File: src/rtl/phase_readout_pkg.sv
// Shared constants for the phase readout block: sampler address map and
// readout FSM state encodings.
package phase_readout_pkg;

    // Sampler read port address map: counter i lives at base + stride*i.
    localparam logic [31:0] PHASE_ADDR_BASE = 32'h0000_0100;
    localparam logic [31:0] ADDR_STRIDE     = 32'd4;

    // Readout FSM state encodings.
    localparam logic [2:0] ST_IDLE  = 3'd0;
    localparam logic [2:0] ST_CLEAR = 3'd1;
    localparam logic [2:0] ST_RUN   = 3'd2;
    localparam logic [2:0] ST_SWEEP = 3'd3;
    localparam logic [2:0] ST_DONE  = 3'd4;

    // Sampler read address of phase counter number 'index'.
    function automatic logic [31:0] sweep_addr(input logic [31:0] index);
        return PHASE_ADDR_BASE + ADDR_STRIDE * index;
    endfunction

endpackage

File: src/rtl/phase_readout_window_timer.sv
// Loadable W-bit down-counter timing the sampler integration window.
// 'expire' is high while the count sits at 1, i.e. during the last cycle of
// the window, so the owner can leave the window on that edge.
module window_timer #(
    parameter int W = 32
) (
    input  logic         clk,
    input  logic         rstn,
    input  logic         load,
    input  logic [W-1:0] load_value,
    input  logic         en,
    output logic         expire
);

    logic [W-1:0] count;

    // Load takes priority; otherwise count down while enabled, holding at 0.
    always_ff @(posedge clk or negedge rstn) begin
        if (!rstn) begin
            count <= '0;
        end else if (load) begin
            count <= load_value;
        end else if (en && (count != '0)) begin
            count <= count - W'(1);
        end
    end

    assign expire = (count == W'(1));

endmodule

File: src/rtl/phase_readout.sv
// Phase readout controller: clears the phase sampler, lets it integrate for
// a programmed window, sweeps its read port over all N counters, thresholds
// each count into a spin bit and publishes the packed spin vector.
// All outputs are registered from the next-state decision, so each output
// already reflects the state being entered on the same edge.
module phase_readout
    import phase_readout_pkg::*;
#(
    parameter int N = 3,
    parameter int W = 32
) (
    input  logic         clk,
    input  logic         rstn,
    input  logic         start,
    input  logic         abort,
    input  logic [W-1:0] sample_cycles,
    input  logic [W-1:0] threshold,
    output logic         sample_rstn,
    output logic [31:0]  rd_addr,
    input  logic [W-1:0] phase,
    output logic [N-1:0] spins,
    output logic         result_valid,
    output logic         busy,
    output logic         done
);

    localparam int IDX_W = (N > 1) ? $clog2(N) : 1;
    localparam logic [IDX_W-1:0] LAST_IDX = IDX_W'(N - 1);

    logic [2:0]       state, state_next;
    logic [IDX_W-1:0] idx, idx_next;
    logic [W-1:0]     cycles_q, thresh_q;
    logic [N-1:0]     shadow_q, shadow_next;
    logic             start_ok;
    logic             last_capture;
    logic             window_expire;

    assign start_ok     = (state == ST_IDLE) && start && !abort;
    assign last_capture = (state == ST_SWEEP) && (idx == LAST_IDX) && !abort;

    window_timer #(.W(W)) u_window_timer (
        .clk        (clk),
        .rstn       (rstn),
        .load       (state == ST_CLEAR),
        .load_value (cycles_q),
        .en         (state == ST_RUN),
        .expire     (window_expire)
    );

    // Next-state and next sweep index; abort overrides every transition.
    always_comb begin
        state_next = state;
        idx_next   = idx;
        case (state)
            ST_IDLE: begin
                if (start) state_next = ST_CLEAR;
            end
            ST_CLEAR: begin
                state_next = (cycles_q == '0) ? ST_SWEEP : ST_RUN;
                idx_next   = '0;
            end
            ST_RUN: begin
                if (window_expire) state_next = ST_SWEEP;
                idx_next = '0;
            end
            ST_SWEEP: begin
                if (idx == LAST_IDX) begin
                    state_next = ST_DONE;
                    idx_next   = '0;
                end else begin
                    idx_next = idx + 1'b1;
                end
            end
            ST_DONE: begin
                state_next = ST_IDLE;
            end
            default: begin
                state_next = ST_IDLE;
                idx_next   = '0;
            end
        endcase
        if (abort) begin
            state_next = ST_IDLE;
            idx_next   = '0;
        end
    end

    // Shadow spin vector with the bit for the counter under the read port
    // folded in (strict unsigned compare: phase equal to threshold gives 0).
    always_comb begin
        shadow_next = shadow_q;
        if (state == ST_SWEEP) begin
            shadow_next[idx] = (phase > thresh_q);
        end
    end

    // FSM state, sweep index and registered outputs derived from the next state.
    always_ff @(posedge clk or negedge rstn) begin
        if (!rstn) begin
            state       <= ST_IDLE;
            idx         <= '0;
            sample_rstn <= 1'b1;
            rd_addr     <= PHASE_ADDR_BASE;
            busy        <= 1'b0;
            done        <= 1'b0;
        end else begin
            state       <= state_next;
            idx         <= idx_next;
            sample_rstn <= (state_next != ST_CLEAR);
            rd_addr     <= (state_next == ST_SWEEP) ? sweep_addr(32'(idx_next))
                                                    : PHASE_ADDR_BASE;
            busy        <= (state_next == ST_CLEAR) || (state_next == ST_RUN) ||
                           (state_next == ST_SWEEP);
            done        <= (state_next == ST_DONE);
        end
    end

    // Run parameters are captured only when a start is accepted.
    always_ff @(posedge clk or negedge rstn) begin
        if (!rstn) begin
            cycles_q <= '0;
            thresh_q <= '0;
        end else if (start_ok) begin
            cycles_q <= sample_cycles;
            thresh_q <= threshold;
        end
    end

    // Spin capture: bits collect in the shadow during the sweep and are
    // published together on the edge that enters DONE; an aborted sweep
    // therefore never disturbs the previously published spins.
    always_ff @(posedge clk or negedge rstn) begin
        if (!rstn) begin
            shadow_q     <= '0;
            spins        <= '0;
            result_valid <= 1'b0;
        end else begin
            if ((state == ST_SWEEP) && !abort) begin
                shadow_q <= shadow_next;
            end
            if (last_capture) begin
                spins        <= shadow_next;
                result_valid <= 1'b1;
            end else if (start_ok) begin
                result_valid <= 1'b0;
            end
        end
    end

endmodule

File: config.mk
export PLATFORM = sky130hd
export DESIGN_NAME = phase_readout
export DESIGN_NICKNAME = d
export VERILOG_FILES = /design/src/rtl/phase_readout_pkg.sv /design/src/rtl/phase_readout_window_timer.sv /design/src/rtl/phase_readout.sv
export SDC_FILE = /design/constraint.sdc
export NUM_CORES = 1
export LEC_CHECK = 0
export CORE_ASPECT_RATIO = 1.2
export CORE_MARGIN = 4
export CORE_UTILIZATION = 51
export DETAILED_ROUTE_END_ITERATION = 6
export PLACE_DENSITY = 0.84
export SLEW_MARGIN = 20
export SYNTH_ARGS = -nofsm -noshare
export SYNTH_HDL_FRONTEND = slang
export SYNTH_SLANG_ARGS = --single-unit
File: constraint.sdc
create_clock -name clk -period 3.5 [get_ports clk]
set_clock_uncertainty 0.15 [all_clocks]
set_input_delay 0.7 -clock clk [delete_from_list [all_inputs] [get_ports clk]]
set_output_delay 0.7 -clock clk [all_outputs]
set_load 0.02 [all_outputs]
==> notes.md <==
run results: Avg Cell Area, Syn=approximately 11 sq um, hold crit path type=in -> async, YS chip area=~0.006 sq mm, Residual DRC=0, Period minus WS final=roughly 2.9 ns, largest net degree at the start of global routing=73, die height=about 130 microns, first-pass GRT wire length=between 20000 and 25000 microns, CTS H-Tree Depth=3, Via Count=4647, Rows=about 43, post-CTS setup buffers=0, Crit path depth=6, and-or/or-and share of the synthesized area=0.111, Lkg Pwr=approximately 3.4 nW, Post-Synthesis Cells=approximately 560, crit path to=u_window_timer.count[29], WL met2=~7400 microns, biggest area cells=dfrtp_1, mux2_4, ha_1, mux2_2, buf_4, outcome=finished, final reports clean, R2R Path Start=u_window_timer.count[4], Slew Limit Headroom=0.278, internal power=2.98 mW
## layer usage
| layer | up-vias | global-route usage |
|---|---|---|
| li1 | 2203 | - |
| met1 | 2274 | 0.228 |
| met2 | 141 | 0.380 |
| met3 | 29 | 0.0537 |
| met4 | 0 | 0.0825 |
| met5 | - | 0 |
## final cells by class
type	count	area, sq um
multi-input cells	391	2990
flip-flops and latches	112	2800
repair buffers	113	1140
clock inverters	5	40.0
inverters	39	146
clock buffers	11	253
well taps	157	196
fillers	881	4100
## layout by cell type (no fill, tap or decap), drive strengths merged, types with 2 or more instances in the layout
cell and instances:
a211oi 5, a21o 4, a21oi 24, a221o 5
a22oi 3, a31oi 3, and3 2, and4 3
buf 6, clkbuf 11, clkdlybuf4s50 107, clkinv 4
conb 30, dfrtp 111, ha 35, inv 40
mux2 66, mux2i 2, nand2 49, nand2b 4
nand3 15, nand4 16, nor2 23, nor2b 4
nor3 13, nor4 15, o211ai 18, o21a 3
o21ai 11, o311ai 12, o31ai 2, or2 2
or3 2, or4 7
## power groups by stage
| stage | logic (mW) | registers (mW) | clock network (mW) |
|---|---|---|---|
| after CTS | 1.41 | 2.06 | 1.01 |
| after detailed placement | 1.40 | 2.07 | 0 |
| final | 1.40 | 2.06 | 0.995 |
| after global routing | 1.57 | 2.12 | 1.06 |
| after global placement | 1.33 | 2.05 | 0 |
| after floorplan | 1.07 | 1.96 | 0 |
## state kept, by name (all words and copies together), names as in the netlist
signal                cells
cycles_q                 32
thresh_q                 32
u_window_timer.count     32
spins                     3
state                     3
idx                       2
rd_addr                   2
shadow_q                  2
busy                      1
done                      1
result_valid              1
sample_rstn               1
placed.png
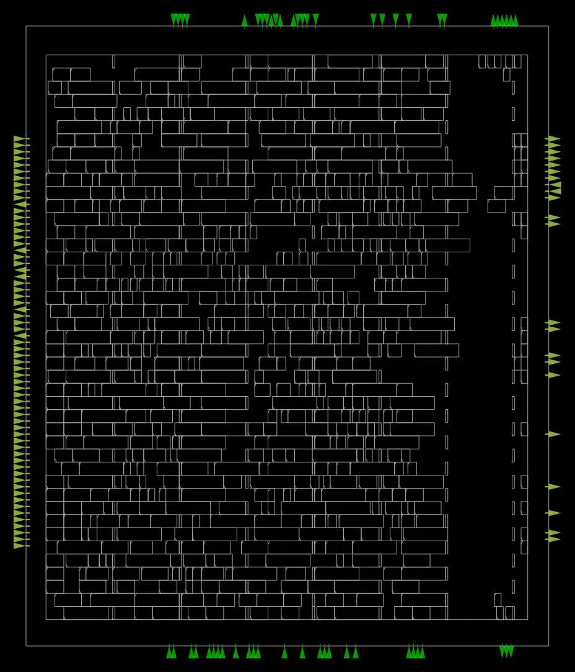
core area: 0.0117 sq mm
Final Util: 0.649
Cell Count, Final, Fillers Out: 828
Tapcells: 157

sizing.png
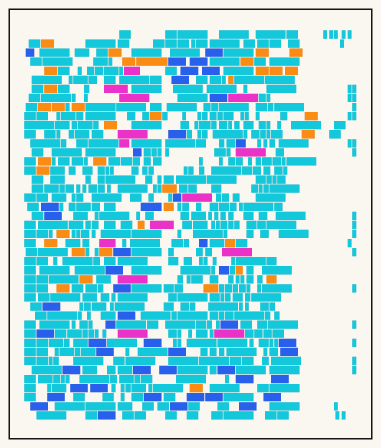
color	size	cells	share	most used
blue	x3 and x4	48	7.2%	mux2_4
orange	x2	37	5.5%	mux2_2
cyan	x1 and smaller	572	85%	dfrtp_1
magenta	x6 and larger	14	2.1%	clkbuf_16

util_map.png
The die is cut into 11 by 13 equal tiles; white is low, dark blue is high, 0 to 100% covered.
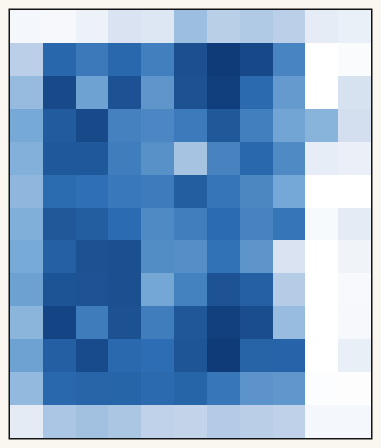
nearly empty tiles	7.0%
mean over tiles	53%
tiles over 75% full	34%
fullest tile	95%
Initial Util: 0.528

Power is estimated from default activity; no workload was simulated.
